==> config.mk <==
export PLATFORM = sky130hd
export DESIGN_NAME = dbus_arbiter_flat
export DESIGN_NICKNAME = d
export VERILOG_FILES = /design/src/rtl/dbus_arbiter_if.sv /design/src/rtl/dbus_arbiter.sv /design/src/flat_wrapper.sv
export SDC_FILE = /design/constraint.sdc
export NUM_CORES = 1
export LEC_CHECK = 0
export CAP_MARGIN = 20
export CORE_ASPECT_RATIO = 1.75
export CORE_MARGIN = 5
export CORE_UTILIZATION = 30
export CTS_BUF_LIST = sky130_fd_sc_hd__clkbuf_4 sky130_fd_sc_hd__clkbuf_8 sky130_fd_sc_hd__clkbuf_16
export CTS_CLUSTER_DIAMETER = 150
export DETAILED_ROUTE_END_ITERATION = 6
export PLACE_DENSITY_LB_ADDON = 0.2
export REMOVE_ABC_BUFFERS = 1
export SYNTH_ARGS = -nofsm -noshare
export SYNTH_HDL_FRONTEND = slang
export SYNTH_SLANG_ARGS = --single-unit
==> constraint.sdc <==
create_clock -name clk -period 5.82 [get_ports clk]
set_clock_uncertainty 0.2 [all_clocks]
set_input_delay 1.164 -clock clk [delete_from_list [all_inputs] [get_ports clk]]
set_output_delay 1.164 -clock clk [all_outputs]
set_load 0.05 [all_outputs]
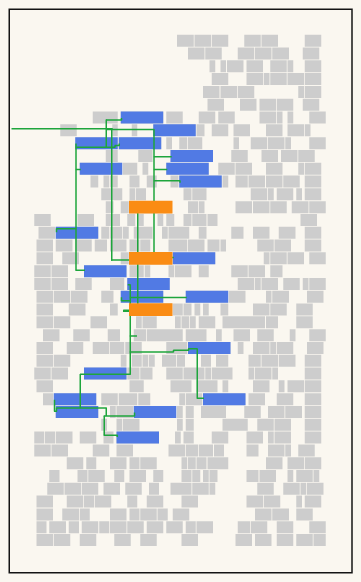
Figure 1: clock wires, drivers and flops.
green -> clock wires  # length 312 um
blue -> flip-flops  # count 21
orange -> clock drivers  # count 3
routed clock nets = 4
worst-skew pair later-pin latency: 0.25 ns
power share of the clock group: 9.0%
Clock group: 152 uW

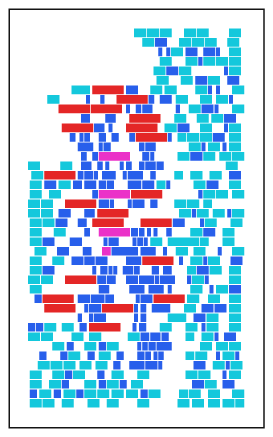
Figure 2: placement by cell class.
magenta -> clock drivers and dummy loads  # cells 4
blue -> combinational and other logic  # cells 207
cyan -> other buffers and delay cells  # cells 187
red -> flops  # cells 21
Final Cell Area: 4000 um^2
row count: 40
Core Util, Final: 59.2%
core area: 6760 um^2
Seq/total area: 13.1%

==> flow_summary.toml <==
# physical design summary
[status]
outcome = "complete, but fails checks"
violations = "DRC"

[setup_path]
end_kind = "output port"
cp_slowest_stage_delay_ns = 0.81
path_common_cell = "clkdlybuf4s50_1"
critical_path_depth = 8

[global_route]
use_met3_pct = 4.05
antenna_found_initial = 0
grt_max_degree = 34

[layout]
clkCellAreaFrac_pct = 2.06
fillers = 638
nMultiInputCombCells = 201
final_nets = 553
n_all_inverters = 6

[synthesis]
synthCells = 249
synthTopCellsByCount = "nor2_1, a222oi_1, dfrtp_1, and2_1, nand2_1"
ys_sh_aoi_pct = 27.7
ys_sh_simple_pct = 28.3
ys_cells = 249
yosysTopAreaCellShare_pct = 25.6
synth_chip_area_um2 = 2050
synth_flops = 21
synth_warnings = 0
synth-edff-count = 0

[flow_run]
drv_cap = 0

[placement]
place_area_um2 = 3860
numPortBuffers = 181

[clock_network]
clock_path_buffers = 2
cts_made_buffers = 3

[route]
first_pass_iters = 7
routed_wl_mm = 9.47
drc = 1
routed-wl-met2_mm = 4.80

[worst_hold_path]
hp-class = "reg -> reg"

[pwr]
combPwrFrac_pct = 76.6

[sta]
fin_crit_ns = 5.31
Power is estimated from default activity; no workload was simulated.
